`config.mk`:
```
export PLATFORM = sky130hd
export DESIGN_NAME = uart_autobaud
export DESIGN_NICKNAME = d
export VERILOG_FILES = /design/src/rtl/uart_pkg.sv /design/src/rtl/uart_rx_sync.sv /design/src/rtl/uart_autobaud.sv
export SDC_FILE = /design/constraint.sdc
export NUM_CORES = 1
export LEC_CHECK = 0
export ABC_AREA = 1
export ABC_CLOCK_PERIOD_IN_PS = 2850
export CAP_MARGIN = 5
export CORE_AREA = 2 2 94 96
export CTS_CLUSTER_DIAMETER = 100
export CTS_CLUSTER_SIZE = 28
export DETAILED_ROUTE_END_ITERATION = 10
export DIE_AREA = 0 0 96 98
export PLACE_DENSITY = 0.72
export SYNTH_ARGS = -nofsm -noshare
export SYNTH_HDL_FRONTEND = slang
export SYNTH_SLANG_ARGS = --single-unit
```
`constraint.sdc`:
```
create_clock -name clk -period 2.85 [get_ports clk]
set_input_delay 0.7125 -clock clk [delete_from_list [all_inputs] [get_ports clk]]
set_output_delay 0.7125 -clock clk [all_outputs]
set_load 0.03 [all_outputs]
```
`src/rtl/uart_pkg.sv`:
```
// Shared UART types and constants: autobaud state encoding and measurement geometry.
package uart_pkg;

    typedef enum logic [1:0] {
        IDLE,
        HUNT,
        MEASURE,
        LOCKED
    } autobaud_state_t;

    localparam int unsigned AB_SEGMENTS         = 8;
    localparam int unsigned AB_OVERSAMPLE_SHIFT = 4;
    localparam int unsigned AB_SEG_SHIFT        = $clog2(AB_SEGMENTS);

endpackage

```
`src/rtl/uart_rx_sync.sv`:
```
// Two-flop synchronizer for the raw RX line with registered fall/rise flags.
module uart_rx_sync (
    input  logic clk,
    input  logic reset,
    input  logic rx,
    output logic fall,
    output logic rise
);

    logic meta;
    logic syncQ;
    logic prevQ;

    // Idle-high line, so every stage resets to 1 to avoid a false edge out of reset.
    always_ff @(posedge clk or posedge reset) begin
        if (reset) begin
            meta  <= 1'b1;
            syncQ <= 1'b1;
            prevQ <= 1'b1;
            fall  <= 1'b0;
            rise  <= 1'b0;
        end else begin
            meta  <= rx;
            syncQ <= meta;
            prevQ <= syncQ;
            fall  <= prevQ & ~syncQ;
            rise  <= ~prevQ & syncQ;
        end
    end

endmodule

```
`src/rtl/uart_autobaud.sv`:
```
// Autobaud controller: measures a 0x55 sync character and emits bit / 1/16-bit divisors.
// Optional per-segment tolerance check is enabled by defining AUTOBAUD_VERIFY_EN.
module uart_autobaud
    import uart_pkg::*;
#(
    parameter int unsigned CNT_W   = 17,
    parameter int unsigned MIN_BIT = 16
) (
    input  logic                                 clk,
    input  logic                                 reset,
    input  logic                                 rx,
    input  logic                                 start,
    output logic [CNT_W-1:0]                     baud_div,
    output logic [CNT_W-AB_OVERSAMPLE_SHIFT-1:0] rx_div,
    output logic                                 locked,
    output logic                                 err
);

    localparam int unsigned TOT_W = CNT_W + AB_SEG_SHIFT;
    localparam int unsigned SEG_W = AB_SEG_SHIFT;
    localparam int unsigned RX_W  = CNT_W - AB_OVERSAMPLE_SHIFT;
    localparam logic [CNT_W-1:0] CNT_MAX = '1;

    logic                 fall;
    logic                 rise;
    autobaud_state_t      state;
    logic [CNT_W-1:0]     segCnt;
    logic [TOT_W-1:0]     total;
    logic [SEG_W-1:0]     segIdx;
    logic [CNT_W-1:0]     segWidth;
    logic [TOT_W-1:0]     totalNext;
    logic                 segEdge;
    logic                 lastSeg;
    logic                 minFail;
    logic                 tolFail;

    uart_rx_sync uRxSync (
        .clk   (clk),
        .reset (reset),
        .rx    (rx),
        .fall  (fall),
        .rise  (rise)
    );

    // Counter restarts at 0 on each close, so the closing segment spans segCnt+1 cycles.
    assign segEdge   = fall | rise;
    assign segWidth  = segCnt + CNT_W'(1);
    assign totalNext = total + TOT_W'(segWidth);
    assign lastSeg   = (segIdx == SEG_W'(AB_SEGMENTS - 1));
    assign minFail   = (segIdx == '0) && (segWidth < CNT_W'(MIN_BIT));

`ifdef AUTOBAUD_VERIFY_EN
    logic [CNT_W-1:0] w0;
    logic [CNT_W-1:0] segDiff;

    assign segDiff = (segWidth >= w0) ? (segWidth - w0) : (w0 - segWidth);
    assign tolFail = (segIdx != '0) && (segDiff > (w0 >> 2));

    always_ff @(posedge clk or posedge reset) begin
        if (reset) begin
            w0 <= '0;
        end else if (state == MEASURE && segEdge && segIdx == '0) begin
            w0 <= segWidth;
        end
    end
`else
    assign tolFail = 1'b0;
`endif

    // Controller; start overrides any close or reject in the same cycle.
    always_ff @(posedge clk or posedge reset) begin
        if (reset) begin
            state    <= IDLE;
            segCnt   <= '0;
            total    <= '0;
            segIdx   <= '0;
            baud_div <= '0;
            rx_div   <= '0;
            locked   <= 1'b0;
            err      <= 1'b0;
        end else begin
            err <= 1'b0;
            if (start) begin
                state  <= HUNT;
                locked <= 1'b0;
            end else begin
                case (state)
                    IDLE: ;
                    HUNT: begin
                        if (fall) begin
                            segCnt <= '0;
                            total  <= '0;
                            segIdx <= '0;
                            state  <= MEASURE;
                        end
                    end
                    MEASURE: begin
                        if (segCnt == CNT_MAX) begin
                            err   <= 1'b1;
                            state <= HUNT;
                        end else if (segEdge) begin
                            if (minFail || tolFail) begin
                                err   <= 1'b1;
                                state <= HUNT;
                            end else begin
                                total  <= totalNext;
                                segCnt <= '0;
                                segIdx <= segIdx + SEG_W'(1);
                                if (lastSeg) begin
                                    baud_div <= CNT_W'(totalNext >> AB_SEG_SHIFT);
                                    rx_div   <= RX_W'(totalNext >> (AB_SEG_SHIFT + AB_OVERSAMPLE_SHIFT));
                                    locked   <= 1'b1;
                                    state    <= LOCKED;
                                end
                            end
                        end else begin
                            segCnt <= segCnt + CNT_W'(1);
                        end
                    end
                    LOCKED: ;
                    default: state <= IDLE;
                endcase
            end
        end
    end

endmodule

```
==> job_summary.md <==
### Flow metrics

| Metric | Value |
|---|---|
| Status | `finished, violations left` |
| Violated checks | `setup timing` |
| Crit path buf inv count | `3` |
| TritonCTS clock tree | `done` |
| Critical-path cell list | `ha_2, inv_2, nor2_4, nand2_2, nor2_4, nand2_2, nor4_4, ha_4, nor2_1, nand2_1, nor2_2, nand2_1, nor2_1, nand3_1, nor2_2, nand3_2, nand2_4, buf_12, clkbuf_16, nand2_2, o21ai_1` |
| Largest class | `multi-input combinational cells` |
| Clk slew on worst S/H paths | `0.08 ns` |
| Hold WS | `about 0.36 ns` |
| Worst Tran Pin Value | `between 0.5 and 0.6 ns` |
| Final-report hold violation count | `0` |
| Initial DRT Pass Iterations | `5` |
| Initial antenna violation count | `0` |
| Most used cell, CP | `sky130_fd_sc_hd__nand2_2` |
| Terminus of the critical flop-to-flop path | `total[6]$_DFFE_PP0P_` |
| End-of-flow core utilization | `72.1%` |
| P per Cell Area | `527 mW/mm^2` |
| Hold-fix buffers at CTS | `0` |
| Setup Skew | `around 0.011 ns` |
| Number of antenna diodes | `0` |
| Weighted congestion reported at the end of routability-driven placement | `0.942` |
| Final routed DRC violation total | `0` |
| Count of clock buffers in the final design | `11` |
| OpenROAD warnings | `29` |
| Die Span X | `96 um` |
| Bufs on Longest Clock Path | `2` |
| Area enclosed by the die boundary | `roughly 0.0094 sq mm` |
| Proportion of layout cells with a drive suffix above 1 | `around 29%` |
| Unrepaired setup endpoints after global routing | `true` |
| Multiplexer share of the synthesized area | `0%` |
| Final worst slack | `-0.133 ns` |
| Dominant non-sequential cell family after synthesis | `simple AND/OR/NAND/NOR gates` |
| Area fraction in full adders, half adders and majority gates | `6.79%` |
| Global-route wire length before repair | `approximately 20 mm` |
| Critical Path Stages | `21` |
| Average cell area after synthesis | `7.31 sq um` |
| Insertion delay at the late pin of the worst-skew pair | `0.36 ns` |
| Pre-CTS WS | `-0.302 ns` |
| Highest net fanout along the worst path | `5` |
| Most used cells in the layout excluding fill and tap cells | `sky130_fd_sc_hd__nand2_1, sky130_fd_sc_hd__dfrtp_1, sky130_fd_sc_hd__nor2_1` |
| Final count of negative-setup-slack endpoints | `42` |
| Share of cell area taken by multi-input logic gates | `47.0%` |
| Number of placed I/O pins | `36` |
| Internal reg-to-reg setup slack | `-0.13 ns` |
| Endpoint, Worst Hold | `uRxSync.syncQ$_DFF_PP1_` |
| Kind of path behind the tightest hold check | `reg -> reg` |
| Post-synthesis compound-gate area fraction | `a little under a tenth` |
| Maximum number of pins on one net before global-route repair | `67` |
| Most common cell in the synthesized netlist | `sky130_fd_sc_hd__nand2_1` |
| Starting DRC count in detailed routing | `between 150 and 200` |
| Fin crit period | `~3 ns` |
| Worst stage delay on the critical path | `0.36 ns` |
| Detailed-route vias per instance | `5.59` |
routing by layer:
layer | GRT usage, % | wire, um
met1 | 35.8 | 5780
met2 | 42.0 | 6700
met3 | 3.09 | 525
met4 | 12.7 | 529
met5 | 0 | 0
registers in the layout, summed over array words and instances (netlist names):
signal,flops
total,20
state,2
uRxSync.meta,1
segIdx,3
segCnt,17
uRxSync.fall,1
baud_div,17
err,1
locked,1
uRxSync.rise,1
uRxSync.prevQ,1
uRxSync.syncQ,1
where the power goes:
group          leakage [nW]  switching (mW)  internal, mW
registers             0.904          0.0339         0.986
clock network         0.116           0.406         0.545
logic                  2.03           0.747         0.499
timing repair:
item                                   4_1_cts  5_1_grt
resized                                     13      122
endpoints found under the hold margin        0        0
cloned                                       0        9
setup buffers                                0       18
pin swaps                                    4       55
setup endpoints to repair                   46       61
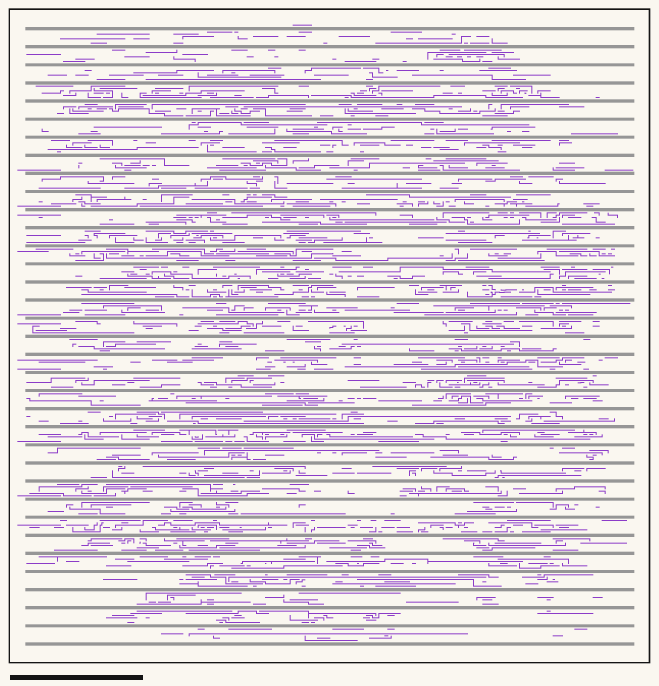
(images/layer_met1.png)
Scale bar: 20 um. Supply wires on this layer in grey.
main direction	horizontal
nets with wire on the layer	672

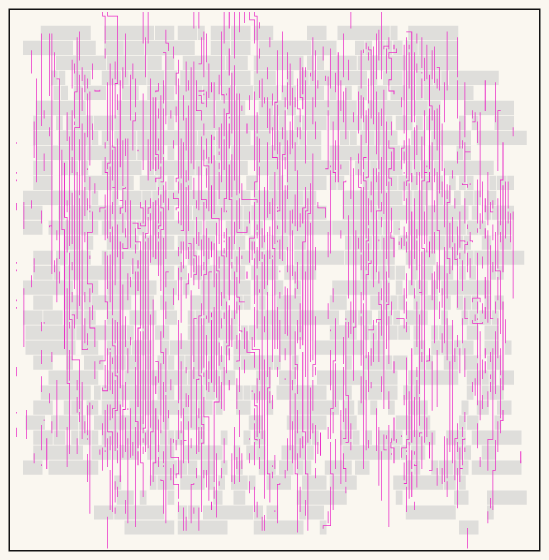
(images/layer_met2.png)
Cells faint in the background.
longest straight run	43.5 um
main direction	vertical
share of all routed wire	49%
nets with wire on the layer	602

No activity file was given, so power comes from the tool's default toggle rates.
